**Metal 3**

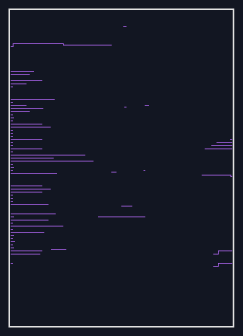
**Wiring heat map**

The die is cut into 20 by 28 equal tiles; black is low, pale yellow is high, scaled to the fullest tile. Values are wire area over tile area, all layers added.
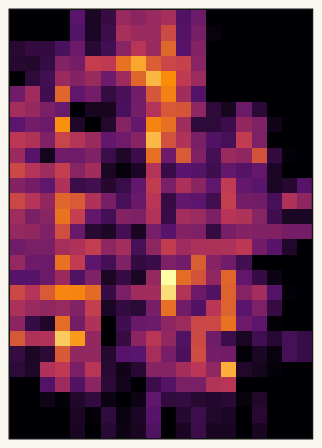
**Cell outlines without signal wires**

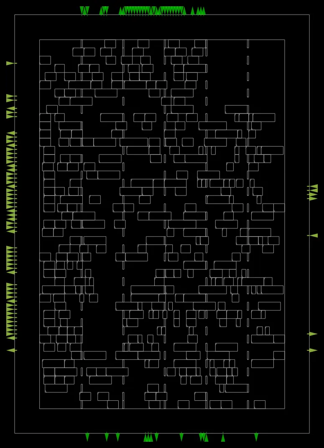
## config.mk

```make
export PLATFORM = sky130hd
export DESIGN_NAME = sdram_req_arbiter
export DESIGN_NICKNAME = d
export VERILOG_FILES = /design/src/rtl/sdram_arb_pkg.sv /design/src/rtl/sdram_ref_timer.sv /design/src/rtl/sdram_req_arbiter.sv
export SDC_FILE = /design/constraint.sdc
export NUM_CORES = 1
export LEC_CHECK = 0
export CELL_PAD_IN_SITES_DETAIL_PLACEMENT = 0
export CELL_PAD_IN_SITES_GLOBAL_PLACEMENT = 2
export CORE_ASPECT_RATIO = 1.5
export CORE_MARGIN = 8
export CORE_UTILIZATION = 25
export DETAILED_ROUTE_END_ITERATION = 8
export GPL_ROUTABILITY_DRIVEN = 1
export PLACE_DENSITY_LB_ADDON = 0.1
export SYNTH_ARGS = -nofsm -noshare
export SYNTH_HDL_FRONTEND = slang
export SYNTH_SLANG_ARGS = --single-unit
export TNS_END_PERCENT = 100
```

## constraint.sdc

```tcl
create_clock -name clk -period 2.8 [get_ports clk]
set_input_delay 0.42 -clock clk [delete_from_list [all_inputs] [get_ports clk]]
set_output_delay 0.42 -clock clk [all_outputs]
set_load 0.02 [all_outputs]
```

## src/rtl/sdram_arb_pkg.sv

```systemverilog
// Shared encodings and default sizes for the SDRAM request arbiter.
package sdram_arb_pkg;

    localparam int ADDR_W_DEF       = 22;
    localparam int LEN_W_DEF        = 9;
    localparam int REF_INTERVAL_DEF = 780;
    localparam int REF_DEBT_MAX_DEF = 7;
    localparam int WR_STARVE_DEF    = 4;

    localparam logic [1:0] OP_NOP     = 2'b00;
    localparam logic [1:0] OP_READ    = 2'b01;
    localparam logic [1:0] OP_WRITE   = 2'b10;
    localparam logic [1:0] OP_REFRESH = 2'b11;

    typedef enum logic [1:0] {
        ST_IDLE  = 2'd0,
        ST_ISSUE = 2'd1,
        ST_WAIT  = 2'd2
    } arb_state_e;

endpackage

```

## src/rtl/sdram_ref_timer.sv

```systemverilog
// Periodic refresh tick generator with a saturating owed-refresh counter
// and a sticky overrun flag.
module sdram_ref_timer
    import sdram_arb_pkg::*;
#(
    parameter int REF_INTERVAL = REF_INTERVAL_DEF,
    parameter int REF_DEBT_MAX = REF_DEBT_MAX_DEF
) (
    input  logic clk,
    input  logic rst,
    input  logic init_done,
    input  logic ref_accept,
    output logic ref_pending,
    output logic ref_overrun
);
    localparam int CNT_W  = $clog2(REF_INTERVAL);
    localparam int DEBT_W = $clog2(REF_DEBT_MAX + 1);
    localparam logic [CNT_W-1:0]  CNT_LAST = CNT_W'(REF_INTERVAL - 1);
    localparam logic [DEBT_W-1:0] DEBT_SAT = DEBT_W'(REF_DEBT_MAX);

    logic [CNT_W-1:0]  cnt_r;
    logic [DEBT_W-1:0] debt_r;
    logic              overrun_r;
    logic              tick_s;

    assign tick_s      = init_done && (cnt_r == CNT_LAST);
    assign ref_pending = (debt_r != DEBT_W'(0));
    assign ref_overrun = overrun_r;

    // Interval counter, parked at zero until the SDRAM is initialised.
    always_ff @(posedge clk) begin
        if (rst || !init_done || tick_s) begin
            cnt_r <= CNT_W'(0);
        end else begin
            cnt_r <= cnt_r + CNT_W'(1);
        end
    end

    // Debt bookkeeping: a tick and an accepted refresh in one cycle cancel out.
    always_ff @(posedge clk) begin
        if (rst) begin
            debt_r    <= DEBT_W'(0);
            overrun_r <= 1'b0;
        end else begin
            case ({tick_s, ref_accept})
                2'b10: begin
                    if (debt_r == DEBT_SAT) begin
                        overrun_r <= 1'b1;
                    end else begin
                        debt_r <= debt_r + DEBT_W'(1);
                    end
                end
                2'b01: begin
                    if (debt_r != DEBT_W'(0)) begin
                        debt_r <= debt_r - DEBT_W'(1);
                    end
                end
                default: begin
                    debt_r <= debt_r;
                end
            endcase
        end
    end

endmodule

```

## src/rtl/sdram_req_arbiter.sv

```systemverilog
// Arbitrates refresh, display reads and user writes onto the single SDRAM
// command sequencer, one non-preemptive command at a time.
module sdram_req_arbiter
    import sdram_arb_pkg::*;
#(
    parameter int ADDR_W       = ADDR_W_DEF,
    parameter int LEN_W        = LEN_W_DEF,
    parameter int REF_INTERVAL = REF_INTERVAL_DEF,
    parameter int REF_DEBT_MAX = REF_DEBT_MAX_DEF,
    parameter int WR_STARVE    = WR_STARVE_DEF
) (
    input  logic              clk,
    input  logic              rst,
    input  logic              init_done,
    input  logic              rd_req,
    input  logic [ADDR_W-1:0] rd_addr,
    input  logic [LEN_W-1:0]  rd_len,
    output logic              rd_ack,
    input  logic              wr_req,
    input  logic [ADDR_W-1:0] wr_addr,
    input  logic [LEN_W-1:0]  wr_len,
    output logic              wr_ack,
    output logic              cmd_valid,
    output logic [1:0]        cmd_op,
    output logic [ADDR_W-1:0] cmd_addr,
    output logic [LEN_W-1:0]  cmd_len,
    input  logic              cmd_ready,
    input  logic              cmd_done,
    output logic              busy,
    output logic              ref_overrun
);
    localparam int STV_W = $clog2(WR_STARVE + 1);
    localparam logic [STV_W-1:0] STV_MAX = STV_W'(WR_STARVE);

    arb_state_e        state_r, next_state_s;
    logic [1:0]        cmd_op_r, grant_op_s;
    logic [ADDR_W-1:0] cmd_addr_r, grant_addr_s;
    logic [LEN_W-1:0]  cmd_len_r, grant_len_s;
    logic              cmd_valid_r, busy_r;
    logic              zero_rd_r, zero_wr_r;
    logic [STV_W-1:0]  starve_r;
    logic              grant_s, zero_sel_s, issue_sel_s, accept_s;
    logic              rd_ack_s, wr_ack_s;
    logic              ref_pending_s, ref_accept_s;

    assign accept_s     = (state_r == ST_ISSUE) && cmd_ready;
    assign ref_accept_s = accept_s && (cmd_op_r == OP_REFRESH);

    sdram_ref_timer #(
        .REF_INTERVAL (REF_INTERVAL),
        .REF_DEBT_MAX (REF_DEBT_MAX)
    ) u_ref_timer (
        .clk         (clk),
        .rst         (rst),
        .init_done   (init_done),
        .ref_accept  (ref_accept_s),
        .ref_pending (ref_pending_s),
        .ref_overrun (ref_overrun)
    );

    // Winner selection in IDLE; held off while a zero-length ack is in flight
    // so the still-asserted request is not granted twice.
    always_comb begin
        grant_s      = 1'b0;
        grant_op_s   = OP_NOP;
        grant_addr_s = '0;
        grant_len_s  = '0;
        if ((state_r == ST_IDLE) && init_done && !zero_rd_r && !zero_wr_r) begin
            if (ref_pending_s) begin
                grant_s    = 1'b1;
                grant_op_s = OP_REFRESH;
            end else if (wr_req && (starve_r == STV_MAX)) begin
                grant_s      = 1'b1;
                grant_op_s   = OP_WRITE;
                grant_addr_s = wr_addr;
                grant_len_s  = wr_len;
            end else if (rd_req) begin
                grant_s      = 1'b1;
                grant_op_s   = OP_READ;
                grant_addr_s = rd_addr;
                grant_len_s  = rd_len;
            end else if (wr_req) begin
                grant_s      = 1'b1;
                grant_op_s   = OP_WRITE;
                grant_addr_s = wr_addr;
                grant_len_s  = wr_len;
            end else begin
                grant_s = 1'b0;
            end
        end else begin
            grant_s = 1'b0;
        end
    end

    assign zero_sel_s  = grant_s && (grant_op_s != OP_REFRESH) && (grant_len_s == LEN_W'(0));
    assign issue_sel_s = grant_s && !zero_sel_s;

    // FSM state register.
    always_ff @(posedge clk) begin
        if (rst) begin
            state_r <= ST_IDLE;
        end else begin
            state_r <= next_state_s;
        end
    end

    // FSM next-state logic.
    always_comb begin
        next_state_s = state_r;
        case (state_r)
            ST_IDLE:  next_state_s = issue_sel_s ? ST_ISSUE : ST_IDLE;
            ST_ISSUE: next_state_s = cmd_ready   ? ST_WAIT  : ST_ISSUE;
            ST_WAIT:  next_state_s = cmd_done    ? ST_IDLE  : ST_WAIT;
            default:  next_state_s = ST_IDLE;
        endcase
    end

    // FSM outputs: acks fire in the accept cycle or one cycle after a zero-length pick.
    always_comb begin
        rd_ack_s = zero_rd_r || (accept_s && (cmd_op_r == OP_READ));
        wr_ack_s = zero_wr_r || (accept_s && (cmd_op_r == OP_WRITE));
    end

    // Registered command bus and status outputs.
    always_ff @(posedge clk) begin
        if (rst) begin
            cmd_valid_r <= 1'b0;
            busy_r      <= 1'b0;
            cmd_op_r    <= OP_NOP;
            cmd_addr_r  <= '0;
            cmd_len_r   <= '0;
            zero_rd_r   <= 1'b0;
            zero_wr_r   <= 1'b0;
        end else begin
            cmd_valid_r <= (next_state_s == ST_ISSUE);
            busy_r      <= (next_state_s != ST_IDLE);
            zero_rd_r   <= zero_sel_s && (grant_op_s == OP_READ);
            zero_wr_r   <= zero_sel_s && (grant_op_s == OP_WRITE);
            if (issue_sel_s) begin
                cmd_op_r   <= grant_op_s;
                cmd_addr_r <= grant_addr_s;
                cmd_len_r  <= grant_len_s;
            end
        end
    end

    // Count reads granted past a waiting write so the write cannot starve.
    always_ff @(posedge clk) begin
        if (rst || wr_ack_s || ((state_r == ST_IDLE) && !wr_req)) begin
            starve_r <= STV_W'(0);
        end else if (rd_ack_s && wr_req && (starve_r != STV_MAX)) begin
            starve_r <= starve_r + STV_W'(1);
        end
    end

    assign rd_ack    = rd_ack_s;
    assign wr_ack    = wr_ack_s;
    assign cmd_valid = cmd_valid_r;
    assign cmd_op    = cmd_op_r;
    assign cmd_addr  = cmd_addr_r;
    assign cmd_len   = cmd_len_r;
    assign busy      = busy_r;

endmodule
```

==> results.sh <==
# physical design summary
export IMPL_clk_path_buf_depth=2
export IMPL_tightest_slew_ns=0.847
export IMPL_maxCapViolCount=0
export IMPL_end_kind="primary output"
export IMPL_ys_seq_frac=0.446
export IMPL_tritoncts="yes"
export IMPL_drc=0
export IMPL_final_max_slew_violation_count=0
export IMPL_edf_count=0
export IMPL_die_width_um=97.9
export IMPL_status="finished, final reports clean"
export IMPL_place_ws_ns=0.196
export IMPL_grt_ovfl_total=0
export IMPL_clk_latency_ns=0.29
export IMPL_top_cell_area_share=0.446
export IMPL_setup_worst_path_start_class="input port"
export IMPL_drtAntennaViolNets=0
export IMPL_drt_iter0_drc=63
export IMPL_ys_sh_mux=0.0124
export IMPL_cts_resized=0
export IMPL_required_ns=2.38
export IMPL_syn_cell_area_um2=2520
export IMPL_grt_pass1_wl_um=12800
export IMPL_cts_inserted_buffers=5
export IMPL_path_common_cell="clkdlybuf4s50_1"
export IMPL_clk_pin_slew_worst_paths_ns=0.07
export IMPL_ys_sh_adder=0.0229
export IMPL_flop_cell="dfxtp_1"
export IMPL_antenna_found_initial=0
export IMPL_most_common_cell="dfxtp_1"
export IMPL_slowest_delay_ns=0.61
export IMPL_r2r_start="state_r[1]$_SDFF_PP0_"
export IMPL_hp_class="reg2reg"
export IMPL_ys_flops=56
export IMPL_critPathSlowestCell="clkdlybuf4s50_1"
export IMPL_tool_warnings=27
export IMPL_synth_warnings=0
export IMPL_htree_num_levels=2
export IMPL_ir_drop_uv=219
export IMPL_finalWeightedCongestion=0.758
export IMPL_fin_nets=429
export IMPL_tns_ns=0
export IMPL_synth_cell_type_count=45
export IMPL_common_cells="dfxtp_1, a22o_1, nor2_1"
export IMPL_skew_ns=0.00546
export IMPL_rsz0062_at_grt="false"
export IMPL_syn_nets=324
export IMPL_clock_sinks=56
export IMPL_grt_pass1_vias=2488
export IMPL_crit_path_start="cmd_ready"
export IMPL_cts_setup_buffers=0
export IMPL_dp_hpwl_um=6100
export IMPL_hold_viol=0
export IMPL_synthToLayoutAreaGrowth_pct=54.1
export IMPL_ys_cells=251
export IMPL_setup_violations=0
export IMPL_dieArea_um2=13600
export IMPL_synthArstFlopShare=0
export IMPL_ys_sh_xor=0.0383
export IMPL_p_per_area_nw_per_um2=495
export IMPL_synthTopCellsByArea="dfxtp_1, a22o_1, a22o_2, nor2_1, o2bb2ai_1"
export IMPL_grt_start_max_net_pins=33
export IMPL_worst_slack_ns=0.429
export IMPL_cts_hold_buf=0
export IMPL_post_synth_top_area_cell="dfxtp_1"
export IMPL_diodes=0
export IMPL_die_y_um=139
export IMPL_period_used=0.847
export IMPL_crit_fanout=6
export IMPL_drive_gt1_frac=0.126
export IMPL_synthAoiAreaFrac=0.276
export IMPL_ys_sh_simple=0.159
export IMPL_top_logic_kind="AND-OR/OR-AND gates"
export IMPL_pin_count=107
export IMPL_viasPerCell=4.88
export IMPL_max_freq_mhz=422
export IMPL_p_leak_nw=1.44
## Picture notes: 'metal 3'
main direction	horizontal
nets with wire on the layer	64
wire length on this layer	577 um
vias: 2312
GR Util met3: 0.0482
final WL: 7990 um

## Picture notes: 'wiring heat map'
mean over tiles	0.094
emptiest ninth of the die	upper right
tiles over half the peak	13%
GRT Total Usage: 0.119
WL/cell: 16.8 um

## Picture notes: 'cell outlines without signal wires'
# rows: 45
final cell count without fillers: 474
Fillers: 1046

worst paths after layout:
path	endpoint	slack, ns	depth (start not counted)
worst max-delay path	rd_ack	0.43	4
worst min-delay path	u_ref_timer.ref_overrun$_SDFFE_PP0P_	0.44	2
worst max register to register	cmd_addr[3]$_SDFFE_PP0P_	0.52	5
worst min register to register	u_ref_timer.ref_overrun$_SDFFE_PP0P_	0.44	2
layer usage:
metal | GRT usage | wire length (um)
met1 | 0.127 | 3210
met2 | 0.203 | 4060
met3 | 0.0482 | 576
met4 | 0.0446 | 140
met5 | 0 | 0
worst max-delay path: cells and delay by family:
kind                   cells  cell delay, ns
buffers and inverters      2            1.07
AND/OR/NAND/NOR            1            0.25
AND-OR/OR-AND              1            0.20
through the flow:
stage               cell area, um^2  cells  hold WS [ns]  total power [mW]   util
floorplan                      2520    251         0.426              1.03      -
global placement               3710    466         0.434              1.23  0.373
detailed placement             3710    466         0.440              1.23  0.373
CTS                            3880    474         0.449              1.96  0.389
global route                   3880    474         0.476              2.01  0.389
finish                         3880    474         0.443              1.92  0.389
report_power, final:
part           internal, mW  total [mW]  switching [mW]
clock                 0.422       0.714           0.292
combinational         0.200       0.354           0.154
sequential            0.828       0.850          0.0219
layout by cell type, fill, tap and decap left out, drive strengths merged, types with 7 or more instances in the layout:
cell	netlist	layout
o2bb2ai	9	9
a22oi	10	10
nor2	23	23
nand2	9	9
clkdlybuf4s50	0	106
buf	7	7
inv	8	8
a22o	45	45
dfxtp	56	56
a21oi	7	7
xnor2	7	7
layout make-up:
type                    count  area, um^2
repair buffers            113        1130
multi-input cells         172        1290
flip-flops and latches     56        1120
clock inverters             2        35.0
well taps                 117         146
inverters                   8        30.0
clock buffers               6         129
fillers                  1046        6090
flip-flops by register name, summed over array words and instances, names as in the netlist:
register and cells:
busy 1, cmd_addr 22, cmd_len 9, cmd_op 2, cmd_valid 1, starve_r 3
state_r 2, u_ref_timer.cnt_r 10, u_ref_timer.debt_r 3, u_ref_timer.ref_overrun 1, zero_rd_r 1, zero_wr_r 1
kinds of logic after synthesis:
family          Yosys count
mux                       3
buf+inv                  23
simple gates             73
compound gates           81
flops                    56
fa+ha+maj                 4
xor+xnor                 11
No activity file was given, so power comes from the tool's default toggle rates.
